Fig. 1: port wiring
Drawn at 10 px/µm.
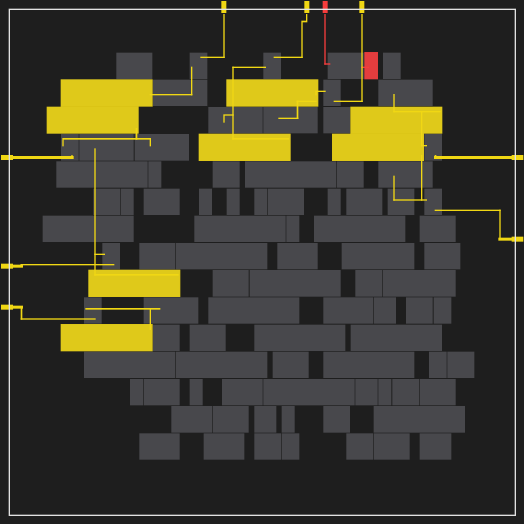
Fig. 2: clock nets
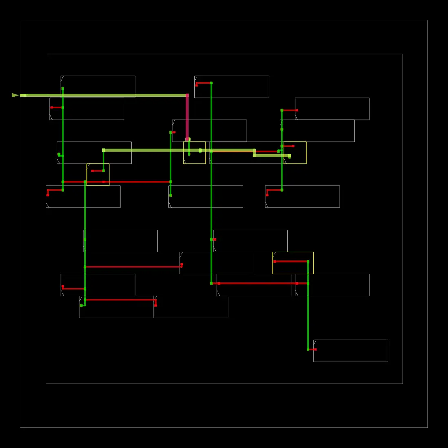
Fig. 3: routed metal, one colour a layer
Drawn at 8 px/µm.
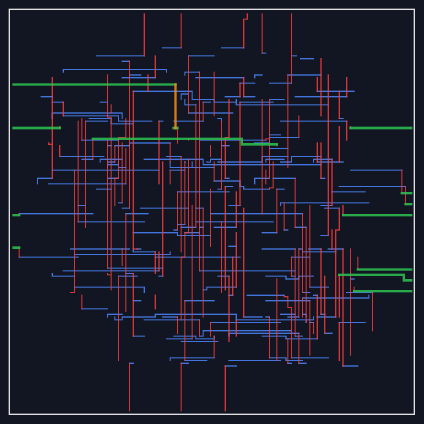
Fig. 4: where the registers sit
Drawn at 6 px/µm.
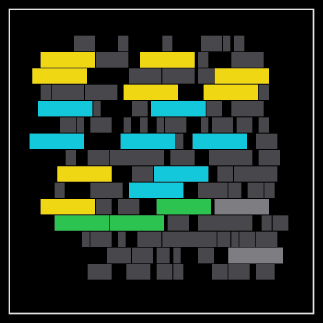
**src/rtl/deserializer.sv**
```systemverilog
// Serial-to-parallel converter: collects WIDTH enabled bits into a word and
// presents it through a one-entry valid/ready holding register with overrun flag.
module deserializer #(
  parameter int WIDTH     = 8,
  parameter int MSB_FIRST = 1
) (
  input  logic                                     in_clock,
  input  logic                                     in_reset,
  input  logic                                     in_enable,
  input  logic                                     in_bit,
  input  logic                                     in_clear,
  input  logic                                     in_ready,
  output logic [WIDTH-1:0]                         out_data,
  output logic                                     out_valid,
  output logic                                     out_overrun,
  output logic [((WIDTH < 3) ? 1 : $clog2(WIDTH))-1:0] out_count
);

  localparam int CW = (WIDTH < 3) ? 1 : $clog2(WIDTH);
  localparam logic [CW-1:0] LAST = CW'(WIDTH - 1);

  logic [WIDTH-1:0] shreg_q, shreg_d;
  logic [WIDTH-1:0] data_q, data_d;
  logic [CW-1:0]    count_q, count_d;
  logic             valid_q, valid_d;
  logic             overrun_q, overrun_d;
  logic [WIDTH-1:0] shifted;

  always_comb begin
    if (MSB_FIRST != 0) shifted = {shreg_q[WIDTH-2:0], in_bit};
    else                shifted = {in_bit, shreg_q[WIDTH-1:1]};
  end

  always_comb begin
    shreg_d   = shreg_q;
    data_d    = data_q;
    count_d   = count_q;
    valid_d   = valid_q;
    overrun_d = overrun_q;

    // A drain on this edge frees the holding register; a completing word
    // below may refill it on the same edge.
    if (valid_q && in_ready) valid_d = 1'b0;

    if (in_clear) begin
      shreg_d   = '0;
      count_d   = '0;
      overrun_d = 1'b0;
    end else if (in_enable) begin
      shreg_d = shifted;
      if (count_q == LAST) begin
        count_d = '0;
        if (!valid_q || in_ready) begin
          data_d  = shifted;
          valid_d = 1'b1;
        end else begin
          overrun_d = 1'b1;
        end
      end else begin
        count_d = count_q + 1'b1;
      end
    end
  end

  always_ff @(posedge in_clock or posedge in_reset) begin
    if (in_reset) begin
      shreg_q   <= '0;
      data_q    <= '0;
      count_q   <= '0;
      valid_q   <= 1'b0;
      overrun_q <= 1'b0;
    end else begin
      shreg_q   <= shreg_d;
      data_q    <= data_d;
      count_q   <= count_d;
      valid_q   <= valid_d;
      overrun_q <= overrun_d;
    end
  end

  assign out_data    = data_q;
  assign out_valid   = valid_q;
  assign out_overrun = overrun_q;
  assign out_count   = count_q;

endmodule

```
**config.mk**
```make
export PLATFORM = sky130hd
export DESIGN_NAME = deserializer
export DESIGN_NICKNAME = d
export VERILOG_FILES = /design/src/rtl/deserializer.sv
export SDC_FILE = /design/constraint.sdc
export NUM_CORES = 1
export LEC_CHECK = 0
export CAP_MARGIN = 20
export CORE_MARGIN = 3
export CORE_UTILIZATION = 43
export DETAILED_ROUTE_END_ITERATION = 7
export PLACE_DENSITY = 0.73
export RECOVER_POWER = 100
export SYNTH_ARGS = -nofsm -noshare
export SYNTH_HDL_FRONTEND = slang
export SYNTH_SLANG_ARGS = --single-unit
```
**constraint.sdc**
```tcl
create_clock -name in_clock -period 1.3 [get_ports in_clock]
set_input_delay 0.39 -clock in_clock [delete_from_list [all_inputs] [get_ports in_clock]]
set_output_delay 0.39 -clock in_clock [all_outputs]
set_load 0.01 [all_outputs]
```
==> changes_impl.md <==
### Physical design

* Top-area cell share at between 50 and 60%
* Yosys Chip Area at approximately 850 µm²
* Post-synth cell types at 13
* Critical Path AT at roughly 1.7 ns
* Critical path type: flop to flop
* FILL cells at roughly 150
* CP max FO at 8
* Failing checks: negative setup slack
* DR vias at between 500 and 600
* Worst Max-Slew Pin Slew at 0.477 ns
* # diodes at 0
* Cells after synthesis at around 60
* Clock buffer depth at 2
* Max-slew headroom at around 68%
* Design area at 0.00122 mm²
* Yosys reg bits at 20
* Setup crit end kind: flop
* First-pass DRT Iterations at 2
* Clock sinks at 20
* Syn Nets at ~70
* Fin Clk Skew at roughly 0.0018 ns
* TritonCTS clock tree: built
* Final setup margin at -0.218 ns
* Hold slack at 0.515 ns
* DRC viols at 0
* Sequential element share of the synthesized area at between 50% and 60%
* Status: finished with violations
* Fp util at 47.2%
* Max-capacitance violation count at 0
* Vias in the first global route at 577
* Max Slew Vio Count at 0
* Setup violators final at 12
* Vias per inst at approximately 4.8
* Cell area power density at slightly above 900 mW/mm²
* Total die size at 0.00255 mm²
* P_leak at between 0.6 and 0.7 nW
* Die H at about 50 µm
* Fin crit period at 1.52 ns
* Cell total in the yosys stat output at 61
* Hold buffer count at cts at 0
* P&R area growth vs syn at 43.3%
* GRT Overall Usage at 14.0%
* Synth Area per Inst at about 14 µm²
* Setup TNS at -1.95 ns
* Worst VDD drop at 0.723 mV
* RSZ-0062 raised after global routing: true
* Initial DRC Count at 3
* Area of the core at 0.00180 mm²
* Worst EP required at approximately 1.5 ns
* Routed WL per cell at around 14 µm
* Total gr overflow at 0
* Count of input and output buffers at 18
* Placer Congestion at between 0.7 and 0.8
* Antenna violations before repair at 0
* R2R depth at 6
* Peak Freq at ~0.66 GHz
* Detailed placer's ending HPWL at roughly 1.1 mm
* Ratio of cells with drive above 1 in the final layout at roughly half
* Routed Antenna Nets at 0
* Cell row count at 15
* Tool warnings at 30
* Final Hold Vio Count at 0
* Cell type with the largest total area: dfrtp_1
* Max H-tree Level at 1
Notes on Fig. 1 above:
Key: yellow = out_data [direction output, end cells 8, buffers 8, wire 162 µm]; red = in_reset [direction input, end cells 1, buffers 1, wire 6.00 µm]

Notes on Fig. 2 above:
flop count: 20
clock buffer count: 4
number of buffers created by CTS: 3
Clk Latency, worst-skew pair: 0.29 ns

Notes on Fig. 3 above:
Key: red = metal 2 [wire length 846 µm]; orange = metal 4 [wire length 5.40 µm]; green = metal 3 [wire length 92.7 µm]; blue = metal 1 [wire length 712 µm]

Notes on Fig. 4 above:
Key: green = out_count [placed flops 3]; yellow = out_data [placed flops 8]; cyan = shreg_q [placed flops 7]
flop share of the area: 41.1%
Final Core Density: 67.6%
register area: 500 µm²
sequential cell power: 0.638 mW

==> registers in the layout, indices dropped and copies added (netlist names) <==
name / count
shreg_q: 7
out_count: 3
out_overrun: 1
out_data: 8
out_valid: 1
==> worst max-delay path, stage by stage, from the launching register on <==
cell      delay [ns]
dfrtp_1         0.38
buf_6           0.11
ha_4            0.14
ha_4            0.13
nand3b_4        0.10
nor2_8          0.21
mux2_4          0.32
==> what timing repair did <==
| action | 4_1_cts | 5_1_grt |
|---|---|---|
| gates cloned | 0 | 0 |
| setup endpoints to repair | 21 | 13 |
| gates resized | 56 | 13 |
| buffers inserted | 6 | 3 |
| pin swaps | 1 | 3 |
==> metal layers <==
layer	wire (µm)	global-route usage [%]
met1	711	18.8
met3	92	5.64
met2	846	22.2
met5	0	0
met4	5	1.35
==> through the flow <==
stage               worst slack, ns  cells
finish                       -0.218    120
global route                 -0.267    120
CTS                          -0.212    118
detailed placement           -0.471    109
global placement             -0.457    109
floorplan                    -0.151     61
==> cells in the final DEF (no fill, tap or decap), drive strengths merged <==
cell type,synthesis,final
buf,1,26
dfrtp,20,20
nor2,13,13
mux2i,10,10
mux2,8,8
clkbuf,1,5
clkdlybuf4s50,0,4
ha,3,3
and2b,1,1
nand3b,1,1
nand2b,1,1
inv,1,1
a31oi,1,1
dlygate4sd3,0,1
==> synthesized netlist by cell type, drive strengths merged <==
cell,number
a31oi,1
and2b,1
buf,1
clkbuf,1
dfrtp,20
ha,3
inv,1
mux2,8
mux2i,10
nand2b,1
nand3b,1
nor2,13
==> where the power goes <==
group | switching [mW] | leakage (nW) | internal, mW
sequential | 0.00706 | 0.277 | 0.631
combinational | 0.0552 | 0.365 | 0.0675
clock | 0.183 | 0.0210 | 0.171
total | 0.245 | 0.662 | 0.869
==> layout make-up <==
type / count / area (µm²) / area share (%)
Sequential cell: 20 / 500 / 41.1
Multi-Input combinational cell: 38 / 404 / 33.2
Tap cell: 25 / 31.3 / 2.57
Inverter: 1 / 3.75 / 0.308
Clock buffer: 4 / 36.3 / 2.98
Timing Repair Buffer: 32 / 241 / 19.8
==> kinds of logic (layout without fill, tap and decap cells) <==
| family | after synthesis | in the layout | synth area share, % |
|---|---|---|---|
| buffers and inverters | 3 | 37 | 1.77 |
| AND-OR/OR-AND | 1 | 1 | 0.737 |
| multiplexers | 18 | 18 | 22.4 |
| AND/OR/NAND/NOR | 16 | 16 | 11.8 |
| adder cells (fa/ha/maj) | 3 | 3 | 4.42 |
| flip-flops | 20 | 20 | 58.9 |
==> path summary, 6_finish.rpt <==
check                                    startpoint  slack (ns)                      end
max                        out_count[0]$_DFFE_PP0P_       -0.22  out_data[1]$_DFFE_PP0P_
min                         out_data[5]$_DFFE_PP0P_        0.52  out_data[5]$_DFFE_PP0P_
max reg2reg                out_count[0]$_DFFE_PP0P_       -0.22  out_data[1]$_DFFE_PP0P_
min reg2reg                 out_data[5]$_DFFE_PP0P_        0.52  out_data[5]$_DFFE_PP0P_
max in group asynchronous                  in_reset        0.36  out_data[0]$_DFFE_PP0P_
min in group asynchronous                  in_reset        0.61  out_data[6]$_DFFE_PP0P_
Power is estimated from default activity; no workload was simulated.
